### src/rtl/mem_access_stage.sv
// MEM stage with MEM/WB pipeline register: runs loads/stores against a multi-cycle data
// memory over a req/ack handshake, freezes upstream while pending, and aborts stuck accesses.
module mem_access_stage #(
    parameter int unsigned TIMEOUT_CYC = 255
) (
    input  logic        clk_i,
    input  logic        rst_i,
    input  logic        RegWrite_i,
    input  logic        MemtoReg_i,
    input  logic        MemRead_i,
    input  logic        MemWrite_i,
    input  logic [31:0] ALUResult_i,
    input  logic [31:0] WriteData_i,
    input  logic [4:0]  RDaddr_i,
    output logic        mem_req_o,
    output logic        mem_we_o,
    output logic [31:0] mem_addr_o,
    output logic [31:0] mem_wdata_o,
    input  logic        mem_ack_i,
    input  logic [31:0] mem_rdata_i,
    output logic        stall_o,
    output logic        err_o,
    output logic        RegWrite_o,
    output logic        MemtoReg_o,
    output logic [31:0] ReadData_o,
    output logic [31:0] ALUResult_o,
    output logic [4:0]  RDaddr_o
);
    localparam int unsigned CW = (TIMEOUT_CYC > 0) ? $clog2(TIMEOUT_CYC + 1) : 1;
    localparam logic [31:0] TIMEOUT_DATA = 32'hDEADBEEF;

    typedef enum logic [1:0] {S_IDLE, S_WAIT, S_DONE} state_e;

    typedef struct packed {
        logic        reg_write;
        logic        mem_to_reg;
        logic [31:0] read_data;
        logic [31:0] alu_result;
        logic [4:0]  rd_addr;
    } wb_t;

    state_e        state_q, state_d;
    logic [CW-1:0] cnt_q, cnt_d, cnt_inc;
    logic          req_q, req_d;
    logic          we_q, we_d;
    logic [31:0]   addr_q, addr_d;
    logic [31:0]   wdata_q, wdata_d;
    logic [31:0]   rdata_q, rdata_d;
    logic          err_q, err_d;
    wb_t           wb_q, wb_d;
    logic          access;
    logic          stall;
    logic          timeout_hit;

    assign access      = MemRead_i | MemWrite_i;
    assign cnt_inc     = (cnt_q == '1) ? cnt_q : cnt_q + 1'b1;
    assign timeout_hit = (TIMEOUT_CYC != 0) && (cnt_inc == CW'(TIMEOUT_CYC));

    // NOTE: every signal gets a default before the case so no path infers a latch.
    always_comb begin
        state_d = state_q;
        cnt_d   = cnt_q;
        req_d   = req_q;
        we_d    = we_q;
        addr_d  = addr_q;
        wdata_d = wdata_q;
        rdata_d = rdata_q;
        err_d   = err_q;
        wb_d    = wb_q;
        stall   = 1'b0;

        case (state_q)
            S_IDLE: begin
                if (access) begin
                    stall   = 1'b1;
                    addr_d  = ALUResult_i;
                    wdata_d = WriteData_i;
                    we_d    = MemWrite_i;
                    req_d   = 1'b1;
                    cnt_d   = '0;
                    wb_d    = '0;
                    state_d = S_WAIT;
                end else begin
                    wb_d = '{RegWrite_i, MemtoReg_i, 32'd0, ALUResult_i, RDaddr_i};
                end
            end
            S_WAIT: begin
                stall = 1'b1;
                wb_d  = '0;
                if (mem_ack_i) begin
                    rdata_d = we_q ? 32'd0 : mem_rdata_i;
                    req_d   = 1'b0;
                    state_d = S_DONE;
                end else begin
                    cnt_d = cnt_inc;
                    if (timeout_hit) begin
                        rdata_d = TIMEOUT_DATA;
                        req_d   = 1'b0;
                        err_d   = 1'b1;
                        state_d = S_DONE;
                    end
                end
            end
            S_DONE: begin
                // EX/MEM still holds the memory instruction; retire it and move on.
                wb_d    = '{RegWrite_i, MemtoReg_i, rdata_q, ALUResult_i, RDaddr_i};
                state_d = S_IDLE;
            end
            default: state_d = S_IDLE;
        endcase
    end

    // NOTE: sequential state uses non-blocking assignments only.
    always_ff @(posedge clk_i or negedge rst_i) begin
        if (!rst_i) begin
            state_q <= S_IDLE;
            cnt_q   <= '0;
            req_q   <= 1'b0;
            we_q    <= 1'b0;
            addr_q  <= '0;
            wdata_q <= '0;
            rdata_q <= '0;
            err_q   <= 1'b0;
            wb_q    <= '0;
        end else begin
            state_q <= state_d;
            cnt_q   <= cnt_d;
            req_q   <= req_d;
            we_q    <= we_d;
            addr_q  <= addr_d;
            wdata_q <= wdata_d;
            rdata_q <= rdata_d;
            err_q   <= err_d;
            wb_q    <= wb_d;
        end
    end

    // Stall is gated by reset so a held access cannot freeze the pipe while in reset.
    assign stall_o     = stall & rst_i;
    assign mem_req_o   = req_q;
    assign mem_we_o    = we_q;
    assign mem_addr_o  = addr_q;
    assign mem_wdata_o = wdata_q;
    assign err_o       = err_q;
    assign RegWrite_o  = wb_q.reg_write;
    assign MemtoReg_o  = wb_q.mem_to_reg;
    assign ReadData_o  = wb_q.read_data;
    assign ALUResult_o = wb_q.alu_result;
    assign RDaddr_o    = wb_q.rd_addr;

endmodule
### config.mk
export PLATFORM = sky130hd
export DESIGN_NAME = mem_access_stage
export DESIGN_NICKNAME = d
export VERILOG_FILES = /design/src/rtl/mem_access_stage.sv
export SDC_FILE = /design/constraint.sdc
export NUM_CORES = 1
export LEC_CHECK = 0
export CORE_ASPECT_RATIO = 0.7
export CORE_UTILIZATION = 40
export CTS_BUF_LIST = sky130_fd_sc_hd__clkbuf_8
export DETAILED_ROUTE_END_ITERATION = 8
export GPL_ROUTABILITY_DRIVEN = 0
export PLACE_DENSITY = 0.79
export SLEW_MARGIN = 20
export SYNTH_ARGS = -nofsm -noshare
export SYNTH_HDL_FRONTEND = slang
export SYNTH_SLANG_ARGS = --single-unit
### constraint.sdc
create_clock -name clk_i -period 2.9 [get_ports clk_i]
set_input_delay 0.87 -clock clk_i [delete_from_list [all_inputs] [get_ports clk_i]]
set_output_delay 0.87 -clock clk_i [all_outputs]
set_load 0.01 [all_outputs]
pdn.png
Pins as bars on the die edge.
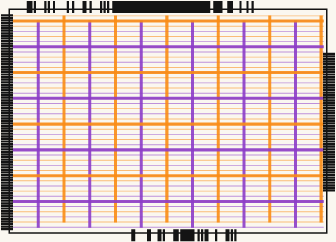
| net | color |
|---|---|
| VDD | orange |
| VSS | purple |
met1 rails: 42
met5 straps: 8
signal pins: 247
width of the die: 166.8 um
worst vdd ir: 0.5254 mV
core area: 18310 um^2
die height: 117.4 um

final_clocks.png
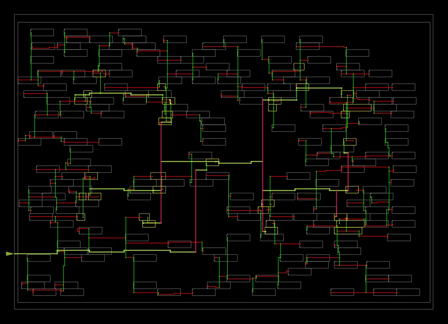
clock skew after layout: 27.30 ps
CTS Buf Count: 17
CLK BUF: 17

clock_map.png
Scale bar: 50 um.
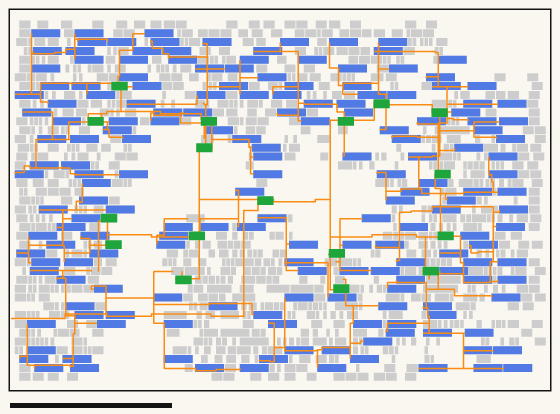
[cells driving clock nets] green | count: 17
[flip-flops] blue | count: 180
[clock wires] orange | length: 2170 um
flops lie: all over the die
clk latency late pin: 470 ps
Clock net power: 0.00191 W
power share of the clock group: 17.6%

cell_classes.png
Scale bar: 50 um.
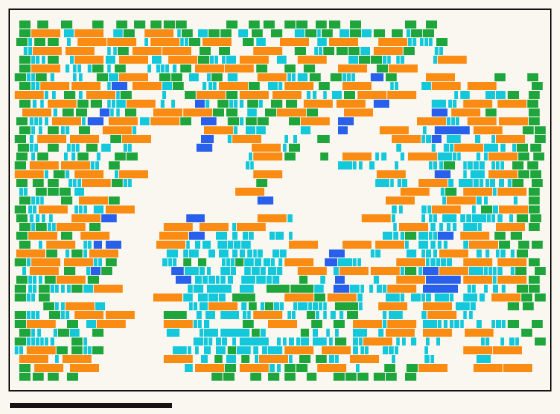
| class | color | cells |
|---|---|---|
| flops | orange | 180 |
| clock drivers and dummy loads | blue | 32 |
| other buffers and delay cells | green | 264 |
| all other logic | cyan | 556 |
fin util: 59.10%
fin area: 10820 um^2
Row Count: 41

==> impl_metrics.py <==
# Physical implementation metrics
metrics = {
    "power": {
        "leakage_nw": 4.902,
        "p_sw_share_pct": 38.34,
        "powerDensity_nw_per_um2": 1005,
        "p_int_w": 0.006708,
        "p_sw_w": 0.004170,
        "power.group.top": "combinational logic",
        "power_frac_comb_pct": 44.9,
        "p_seq_w": 0.00408,
        "pwr-share-seq_pct": 37.5,
        "powerComb_w": 0.00489,
        "finalPower_w": 0.01088,
    },
    "worst_setup_path": {
        "startpoint": "MemWrite_i",
        "cp_data_arrival_time_ps": 1980,
        "critPathCapture": "stall_o",
        "critPathTopFamily": "buffers and inverters",
        "start_kind": "input pin",
        "crit_chain": "clkdlybuf4s50_1 -> o21a_2 -> o21a_1 -> dlygate4sd2_1",
        "path_class": "in -> out",
        "critPathBufInv": 2,
        "rrSetupSlack_ps": 430,
        "r2r_cells": 7,
        "path_depth": 4,
        "end_kind": "output pin",
        "crit_required_ps": 2030,
        "worst_path_largest_cell_delay_ps": 420,
        "r2r_end": "rdata_q[14]",
        "cp_max_fo": 2,
        "slowest_stage": "clkdlybuf4s50_1",
        "rr_startpoint": "cnt_q[0]",
    },
    "timing": {
        "finalClockPeriodUsage_pct": 98.26,
        "finalSetupViolCount": 0,
        "drv_slew": 0,
        "rsz0062_at_grt": "false",
        "hold_violations": 0,
        "slew_headroom_pct": 43.12,
        "whs_ps": 446.4,
        "tns_ps": 0,
        "fin_ws_ps": 50.48,
        "timing.fmax_mhz": 350.9,
        "period_minus_slack_ps": 2850,
        "worst_slew_pin_slew_ps": 853.2,
    },
    "yosys": {
        "syn_area_um2": 7604,
        "avgSynthCellArea_um2": 9.661,
        "top_cells_by_count": "275 x nand2_1, 180 x dfrtp_1, 59 x nor2_1, 46 x o21ai_0, 41 x clkbuf_1",
        "synth.logic.top_family": "simple AND/OR/NAND/NOR gates",
        "floorplan.nets": 901,
        "edf_count": 0,
        "area_leaders": "dfrtp_1 59%, nand2_1 14%, a22o_1 4.5%",
        "synth.most_common_cell": "nand2_1",
        "ys_cells": 787,
        "top_area_cell": "dfrtp_1",
        "simple_gate_area_share_pct": 19.22,
        "yosys.area_share.adder_pct": 0.9873,
        "ys_area_um2": 7604,
        "ff_type": "dfrtp_1",
        "aoi_share_pct": 16.93,
        "yosysTopAreaCellShare_pct": 59.24,
        "ys_warn_count": 0,
        "synth.distinct_cells": 46,
        "netlist_instances": 787,
        "synthXorXnorAreaFrac_pct": 0,
        "async_reset_ff_share_pct": 100.0,
        "ys_sh_mux_pct": 0,
        "synth_seq_share_pct": 59.24,
    },
    "placed_design": {
        "placed_area_um2": 10370,
        "hpwl_um": 14350,
        "dp.cells": 1236,
        "portBuffers": 246,
        "dpl_worst_slack_ps": -141.8,
    },
    "global_route": {
        "overflow": 0,
        "use_met1_pct": 30.04,
        "grt_pass1_vias": 6479,
        "grt_use_met3_pct": 7.796,
        "grt_usage_pct": 22.38,
        "grt.busiest_layer": "met2",
        "grt_max_degree": 148,
        "grt_use_met2_pct": 33.22,
        "grt_pass1_wl_um": 34400,
        "antenna_found_initial": 0,
    },
    "final_layout": {
        "nNetsFinal": 1133,
        "fin_cells": 1268,
        "fillerInstances": 1538,
        "clockNetworkAreaShare_pct": 4.116,
        "dominant_cells": "flip-flops and latches",
        "n_antenna_cell": 0,
        "flops": 180,
        "n_all_buffers": 264,
        "comb_area_um2": 2869,
        "ff_latch_area_um2": 4504,
        "area_growth_pct": 42.34,
        "layout.non_clock_inverters": 13,
        "seqAreaFraction_pct": 41.62,
        "comb.multi_input.count": 543,
        "nonClkBufAreaFrac_pct": 24.58,
        "drive_gt1_share_pct": 8.818,
        "layout_top_cell": "nand2_1",
        "lay_top_cells": "275 x nand2_1, 244 x clkdlybuf4s50_1, 180 x dfrtp_1",
    },
    "routing": {
        "drt_iter0_markers": 651,
        "wl_met1_um": 9399,
        "dr_wl_met3_um": 1918,
        "wl_per_cell_um": 16.79,
        "vias_per_cell": 5.152,
        "vias": 6533,
        "highest_layer": "met4",
        "wl_um": 21290,
        "ant_nets": 0,
        "met2_length_um": 9416,
        "dr.pass1.iters": 5,
        "drc_errors": 0,
    },
    "cts": {
        "cts_setup_buffers": 0,
        "clockBufferDepth": 2,
        "htree_levels": 4,
        "root_buffer": "clkbuf_8",
        "post_cts_resized": 3,
        "cts.sinks": 180,
        "hold_buffers": 0,
        "path_clk_slew_ps": 100,
        "cts_tree": "yes",
    },
    "status": {
        "status": "complete, no violations",
    },
    "floorplanning": {
        "pin_count": 247,
        "die-area_um2": 19570,
        "initCoreUtil_pct": 41.52,
        "tapCellCount": 236,
    },
    "flow_run": {
        "log.warning_count": 32,
        "maxCapViolations": 0,
    },
    "worst_hold_path": {
        "worst_hold_path_type": "in -> async",
    },
}
No activity file was given, so power comes from the tool's default toggle rates.
